--- src/rtl/rr_arb_pkg.sv ---
// Shared types and constants for the 8-way round-robin arbiter.
package rr_arb_pkg;

    localparam int unsigned NUM_REQ = 8;
    localparam int unsigned IDX_W   = 3;

    localparam logic [NUM_REQ-1:0] GNT_NONE = 8'hFF;

    typedef enum logic [1:0] {
        IDLE    = 2'd0,
        GRANT   = 2'd1,
        RELEASE = 2'd2
    } state_e;

    // First set request bit at or above ptr, wrapping 7 -> 0.
    function automatic logic [IDX_W-1:0] rr_pick(
        input logic [NUM_REQ-1:0] req,
        input logic [IDX_W-1:0]   ptr
    );
        logic [IDX_W-1:0] idx;
        logic [IDX_W-1:0] cand;
        logic             found;
        idx   = ptr;
        found = 1'b0;
        for (int unsigned k = 0; k < NUM_REQ; k++) begin
            cand = ptr + IDX_W'(k);
            if (!found && req[cand]) begin
                idx   = cand;
                found = 1'b1;
            end
        end
        return idx;
    endfunction

endpackage

--- src/rtl/gnt_dec3to8_n.sv ---
// 3-to-8 active-low grant decoder; all outputs high when not valid.
module gnt_dec3to8_n
    import rr_arb_pkg::*;
(
    input  logic [IDX_W-1:0]   idx,
    input  logic               valid,
    output logic [NUM_REQ-1:0] gnt_n_c
);

    // Drive exactly one low bit, and only for a held grant.
    always_comb begin
        gnt_n_c = GNT_NONE;
        if (valid) begin
            gnt_n_c[idx] = 1'b0;
        end
    end

endmodule

--- src/rtl/rr_arb8_dec.sv ---
// 8-requester round-robin arbiter with registered active-low one-hot grant.
// Optional grant timeout is compiled in with `define RR_ARB_TIMEOUT_EN.
module rr_arb8_dec
    import rr_arb_pkg::*;
#(
    parameter int unsigned TIMEOUT_CYCLES = 16
) (
    input  logic               clk,
    input  logic               rst_n,
    input  logic [NUM_REQ-1:0] req,
    input  logic               done,
    output logic [IDX_W-1:0]   gnt_idx,
    output logic [NUM_REQ-1:0] gnt_n,
    output logic               gnt_valid
`ifdef RR_ARB_TIMEOUT_EN
    ,
    output logic               timeout
`endif
);

    state_e             state_q;
    state_e             state_d;
    logic [IDX_W-1:0]   ptr_q;
    logic [IDX_W-1:0]   ptr_d;
    logic [IDX_W-1:0]   gnt_idx_d;
    logic               gnt_valid_d;
    logic [NUM_REQ-1:0] gnt_n_c;

`ifdef RR_ARB_TIMEOUT_EN
    localparam int unsigned CNT_W = (TIMEOUT_CYCLES < 2) ? 1 : $clog2(TIMEOUT_CYCLES);
    localparam logic [CNT_W-1:0] CNT_LAST = CNT_W'(TIMEOUT_CYCLES - 1);

    logic [CNT_W-1:0] cnt_q;
    logic [CNT_W-1:0] cnt_d;
    logic             timeout_d;
`else
    // Without the timeout the parameter only keeps the interface uniform.
    if (TIMEOUT_CYCLES == 0) begin : g_timeout_unused
    end
`endif

    // Decode the next grant so gnt_n registers alongside gnt_idx/gnt_valid.
    gnt_dec3to8_n u_dec (
        .idx     (gnt_idx_d),
        .valid   (gnt_valid_d),
        .gnt_n_c (gnt_n_c)
    );

    // Next-state, pointer and grant output logic.
    always_comb begin
        state_d     = state_q;
        ptr_d       = ptr_q;
        gnt_idx_d   = gnt_idx;
        gnt_valid_d = 1'b0;
`ifdef RR_ARB_TIMEOUT_EN
        cnt_d       = '0;
        timeout_d   = 1'b0;
`endif
        case (state_q)
            IDLE: begin
                if (|req) begin
                    gnt_idx_d   = rr_pick(req, ptr_q);
                    gnt_valid_d = 1'b1;
                    state_d     = GRANT;
                end
            end
            GRANT: begin
                gnt_valid_d = 1'b1;
                if (done || !req[gnt_idx]) begin
                    // Owner release wins over a coincident expiry.
                    state_d     = RELEASE;
                    gnt_valid_d = 1'b0;
                    ptr_d       = gnt_idx + IDX_W'(1);
                end
`ifdef RR_ARB_TIMEOUT_EN
                else if (cnt_q == CNT_LAST) begin
                    state_d     = RELEASE;
                    gnt_valid_d = 1'b0;
                    ptr_d       = gnt_idx + IDX_W'(1);
                    timeout_d   = 1'b1;
                end else begin
                    cnt_d = cnt_q + CNT_W'(1);
                end
`endif
            end
            RELEASE: begin
                state_d = IDLE;
            end
            default: begin
                state_d = IDLE;
            end
        endcase
    end

    // State, pointer and registered outputs; synchronous active-low reset.
    always_ff @(posedge clk) begin
        if (!rst_n) begin
            state_q   <= IDLE;
            ptr_q     <= '0;
            gnt_idx   <= '0;
            gnt_n     <= GNT_NONE;
            gnt_valid <= 1'b0;
`ifdef RR_ARB_TIMEOUT_EN
            cnt_q     <= '0;
            timeout   <= 1'b0;
`endif
        end else begin
            state_q   <= state_d;
            ptr_q     <= ptr_d;
            gnt_idx   <= gnt_idx_d;
            gnt_n     <= gnt_n_c;
            gnt_valid <= gnt_valid_d;
`ifdef RR_ARB_TIMEOUT_EN
            cnt_q     <= cnt_d;
            timeout   <= timeout_d;
`endif
        end
    end

endmodule

--- config.mk ---
export PLATFORM = sky130hd
export DESIGN_NAME = rr_arb8_dec
export DESIGN_NICKNAME = d
export VERILOG_FILES = /design/src/rtl/rr_arb_pkg.sv /design/src/rtl/gnt_dec3to8_n.sv /design/src/rtl/rr_arb8_dec.sv
export SDC_FILE = /design/constraint.sdc
export NUM_CORES = 1
export LEC_CHECK = 0
export CAP_MARGIN = 20
export CELL_PAD_IN_SITES_DETAIL_PLACEMENT = 2
export CELL_PAD_IN_SITES_GLOBAL_PLACEMENT = 2
export CORE_ASPECT_RATIO = 1.4
export CORE_UTILIZATION = 30
export CTS_CLUSTER_DIAMETER = 150
export DETAILED_ROUTE_END_ITERATION = 12
export GPL_ROUTABILITY_DRIVEN = 0
export PLACE_DENSITY_LB_ADDON = 0.1
export SKIP_LAST_GASP = 1
export SYNTH_ARGS = -nofsm -noshare
export SYNTH_HDL_FRONTEND = slang
export SYNTH_SLANG_ARGS = --single-unit
--- constraint.sdc ---
create_clock -name clk -period 8 [get_ports clk]
set_input_delay 1.6 -clock clk [delete_from_list [all_inputs] [get_ports clk]]
set_output_delay 1.6 -clock clk [all_outputs]
set_load 0.02 [all_outputs]
**Run 1: met2 routing**

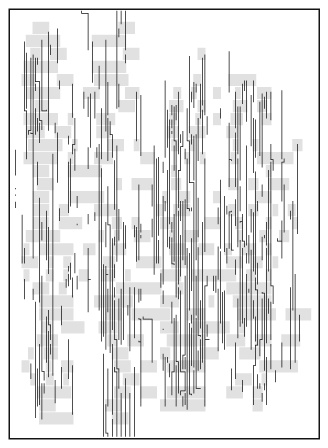
- nets with wire on the layer: 186
- share of all routed wire: 54%
- longest straight run: 46.2 µm
- wire length on this layer: 2840 µm
- main direction: vertical
vias after detailed routing: 1491
met2 usage: 37.9%

**Run 1: M1 wires**

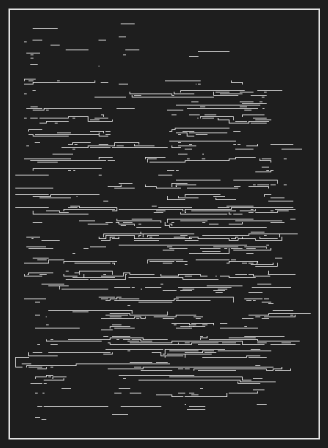
- longest straight run: 27.1 µm
- wire length on this layer: 2180 µm

**Run 1: clock routing**

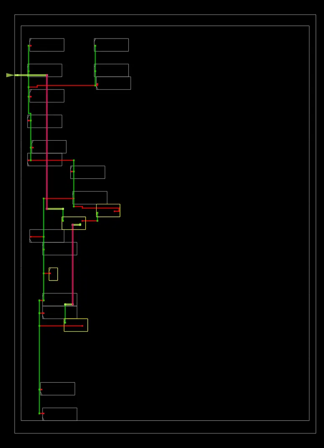
count of flip-flops and latches: 17
Num Clock Sinks: 17

==> notes.md, run 1 <==
fresh numbers from the pnr run: clkbuf count=3, series of cell instances along the critical path=clkdlybuf4s50_1 > mux4_1 > mux2i_1 > nand3_1 > a21oi_1 > nand4bb_2 > a21oi_1 > o31a_1 > or4b_1, count of hold buffers inserted by post-cts repair=0, CP Capture Point=gnt_n[3], endpoint of the most critical register-to-register path=gnt_n[3], share of the core filled with cells=37.7%, area of all sequential standard cells=340 µm², part of the cycle the worst path needs=60.1%, relative slew slack=38.2%, leading cell category by total area=combinational gates, CP startpoint kind=primary input, most frequently placed logic cells in the final layout=22 x clkdlybuf4s50_1, 19 x nor2_1, 17 x dfxtp_1, status=finished clean, routed wl met3=86 µm, instance count of the mapped netlist=171, highest metal layer used by the detailed router=met4, most flop-heavy register=gnt_n, floorplan die height=89.4 µm, Dominant Register Cell=dfxtp_1, final routed wire length divided by cell count=20.5 µm, TritonCTS clock tree=built, number of cells in the yosys synthesis report=171, Synth mux share=32.5%, most frequent cell on the critical path=a21oi_1, Filler Cell Count=596, clock tree cell share of total cell area=2.37%, number of buffers on the longest clock path=2
==> run 1: power by group <==
group / total [mW] / switching (mW) / internal [mW]
clock network: 0.0630 / 0.0285 / 0.0345
registers: 0.114 / 0.0153 / 0.0985
logic: 0.296 / 0.163 / 0.133
==> run 1: worst min path at each step <==
stage	startpoint	to	slack [ps]	cells past startpoint
detailed placement	state_q[1]	state_q[0]	680	3
global placement	state_q[1]	state_q[0]	650	3
finish	ptr_q[0]	ptr_q[0]	690	3
floorplan	state_q[1]	state_q[0]	610	3
global route	ptr_q[0]	ptr_q[0]	740	3
CTS	state_q[1]	state_q[0]	700	3
**Run 1: wiring by layer**

Only two layers are drawn.
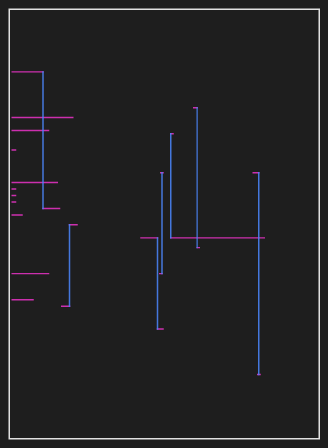

==> run 1 -> run 2 <==
==> constraint.sdc (replaced) <==
create_clock -name clk -period 4.2 [get_ports clk]
set_input_delay 0.84 -clock clk [delete_from_list [all_inputs] [get_ports clk]]
set_output_delay 0.84 -clock clk [all_outputs]
set_load 0.02 [all_outputs]
**Run 2: wiring by layer**

Only two layers are drawn.
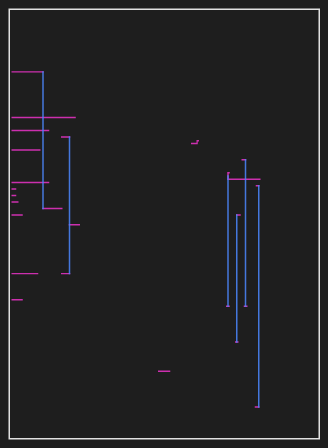
- M3: magenta (wire length 77.1 µm)
- M4: blue (wire length 188 µm)

**Run 2: met2 routing**

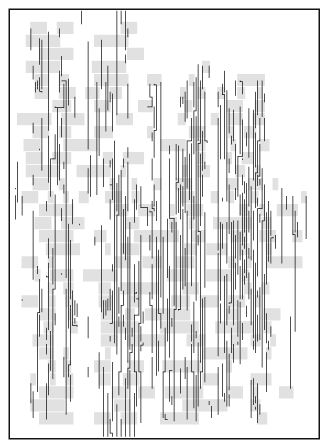
- wire length on this layer: 2880 µm
- share of all routed wire: 54%

==> notes.md, run 2 <==
fresh numbers from the pnr run: proportion of total power due to net switching=43.2% (-0.55 points), clock tree cell share of total cell area=2.31% (-0.053 points), group drawing the most power=combinational cells, final routed wire length divided by cell count=20.2 µm (-1.3%), share of the core filled with cells=38.5% (+0.87 points), Num Clock Sinks=17 (unchanged), most flop-heavy register=gnt_n, Flop pwr share=23.1% (-1.0 points), cell internal power dissipation=0.533 mW (+100%), Filler Cell Count=597 (+0.17%), part of the cycle the worst path needs=91.8%, most frequently placed logic cells in the final layout=22 x clkdlybuf4s50_1, 19 x nor2_1, 17 x dfxtp_1, number of cells in the yosys synthesis report=171 (unchanged), CP Capture Point=gnt_n[3], Worst Skew=3.47 ps, CP startpoint kind=primary input, instance count of the mapped netlist=171 (unchanged), TritonCTS clock tree=built, OpenROAD warnings=27, vias after detailed routing=1523 (+2.1%), Power Sequential=0.217 mW (+90%), leading cell category by total area=combinational gates, reported net switching power=0.405 mW (+96%), Gate power share=63.9% (+1.3 points), number of buffers on the longest clock path=2 (unchanged), Synth mux share=32.5% (unchanged), Power Clock=0.122 mW (+94%), floorplan die height=89.4 µm (unchanged), count of flip-flops and latches=17 (unchanged), series of cell instances along the critical path=clkdlybuf4s50_1 > mux2_4 > mux4_2 > o22ai_2 > and3_1 > o211ai_1 > a221oi_2 > a211oi_2 > or4b_1, reported combinational group power=0.599 mW (+100%), Dominant Register Cell=dfxtp_1, count of hold buffers inserted by post-cts repair=0 (unchanged), part of the power in the clock network=13.0% (-0.3 points), status=finished clean
-- run 2: cell counts after synthesis --
Identical to the previous run, type by type.
-- run 2: metal layers --
layer / vias up / wire, µm / track usage (%)
li1: 721 / - / -
met3: 13 / 77 / 1.28
met2: 27 / 2880 / 39.2
met5: - / 0 / 0
met1: 762 / 2190 / 23.0
met4: 0 / 187 / 10.1
-- run 2: worst min-delay path by stage --
stage,start,to,slack [ps],cells past startpoint
2_1_floorplan,state_q[1],state_q[0],610,3
3_3_place_gp,state_q[1],state_q[0],670,3
3_5_place_dp,state_q[1],state_q[0],710,3
4_1_cts,state_q[1],state_q[0],720,3
5_1_grt,ptr_q[0],ptr_q[0],780,3
6_report,state_q[1],state_q[0],710,3
==> run 2 -> run 3 <==
==> constraint.sdc (replaced) <==
create_clock -name clk -period 4.9 [get_ports clk]
set_input_delay 0.98 -clock clk [delete_from_list [all_inputs] [get_ports clk]]
set_output_delay 0.98 -clock clk [all_outputs]
set_load 0.02 [all_outputs]
==> notes.md, run 3 <==
fresh numbers from the pnr run: Horiz. Die Dim=64.4 µm, residual overflow from global routing=0, global routing usage on met1=21.8% (-1.2 points), highest fanout seen on the critical path=10, average vias per placed instance=5.92, start point of the worst min-delay path=ptr_q[0], floorplan die height=89.4 µm (unchanged), clock latency on the worst-skew pair=250 ps, number of buffers on the longest clock path=2 (unchanged), met2 routed WL=2.81 mm (-2.4%), count of hold buffers inserted by post-cts repair=0 (unchanged), netlist area before placement=0.00164 mm², most used logic cell in the final layout=clkdlybuf4s50_1, area share of the largest cell type after synthesis=20.8%, registers with the most flip-flops=gnt_n (8), gnt_idx (3), ptr_q (3), share of the core filled with cells=38.1% (-0.43 points), highest metal layer used by the detailed router=met4, clock-pin slew reported for the worst setup and hold paths after clock tree synthesis=70 ps, Die Area=0.00576 mm², OpenROAD warnings=27 (unchanged), overall fraction of global-route tracks in use=19.8%, routed wl met3=78 µm (+1.3%), Dominant Register Cell=dfxtp_1, number of violations reported at the end of detailed-routing iteration 0=70, capture endpoint of the worst hold path=ptr_q[0], part of the cycle the worst path needs=80.6%, Num Clock Sinks=17 (unchanged), total length of routed wires=5.27 mm, instance count of the mapped netlist=171 (unchanged), worst min-delay path category=reg2reg, number of cells in the yosys synthesis report=171 (unchanged), GRT busiest layer=met2, routed length on met1=2.22 mm (+1.4%), worst reg-to-reg setup slack=1070 ps, CP Capture Point=gnt_n[3], met2 usage=38.7% (-0.57 points), most flop-heavy register=gnt_n, Worst Skew=4.59 ps (+1.12 ps), TritonCTS clock tree=built, Synth mux share=32.5% (unchanged), met3 Resource Use GR=1.40% (+0.13 points), most frequently placed logic cells in the final layout=22 x clkdlybuf4s50_1, 19 x nor2_1, 17 x dfxtp_1, final routed wire length divided by cell count=20.2 µm (about the same), status=finished clean, vias after detailed routing=1546 (+1.5%), vias in the first global route=1646, Worst Setup SP=req[1]
run 3: netlist changes by cell type in the layout (fill, tap and decap cells not counted), sizes merged:
cell	change
buf	-3
run 3: area by class of cell:
type                            instances  area (µm²)
Timing Repair Buffer                   27         258
Multi-Input combinational cell        141        1230
Fill cell                             611        3220
Inverter                                6        22.5
Tap cell                               66        82.6
Clock inverter                          1        5.00
Sequential cell                        17         340
Clock buffer                            3        41.3
run 3: where the power goes:
group	switching (mW)	internal [mW]	leakage, nW
Sequential	0.0248	0.161	0.139
Clock	0.0470	0.0564	0.0255
Combinational	0.268	0.226	0.545
Total	0.340	0.443	0.709
run 3: worst max-delay path, stage by stage:
cell	delay (ps)
clkdlybuf4s50_1	590
mux2_2	370
mux4_2	540
o22ai_2	250
and3_1	260
o211ai_1	130
a221oi_2	290
a211oi_2	130
or4b_1	530
**Run 3: sizing map**

Scale bar: 20 µm.
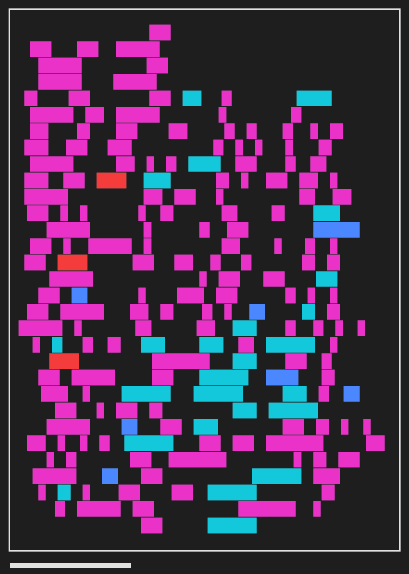
- x1 and smaller: magenta (cells 160; share 82%)
- x3 and x4: blue (cells 7; share 3.6%)
- x6 and larger: red (cells 3; share 1.5%)
- x2: cyan (cells 25; share 13%)

**Run 3: wiring by layer**

Only two layers are drawn.
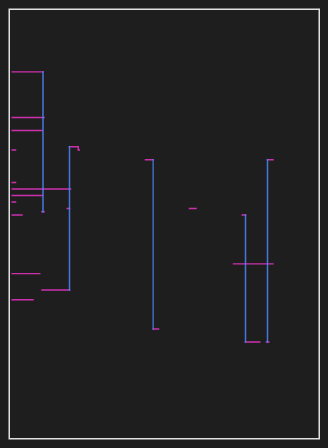
- M3: magenta (wire length 78.4 µm)
- M4: blue (wire length 159 µm)

No activity file was given, so power comes from the tool's default toggle rates.
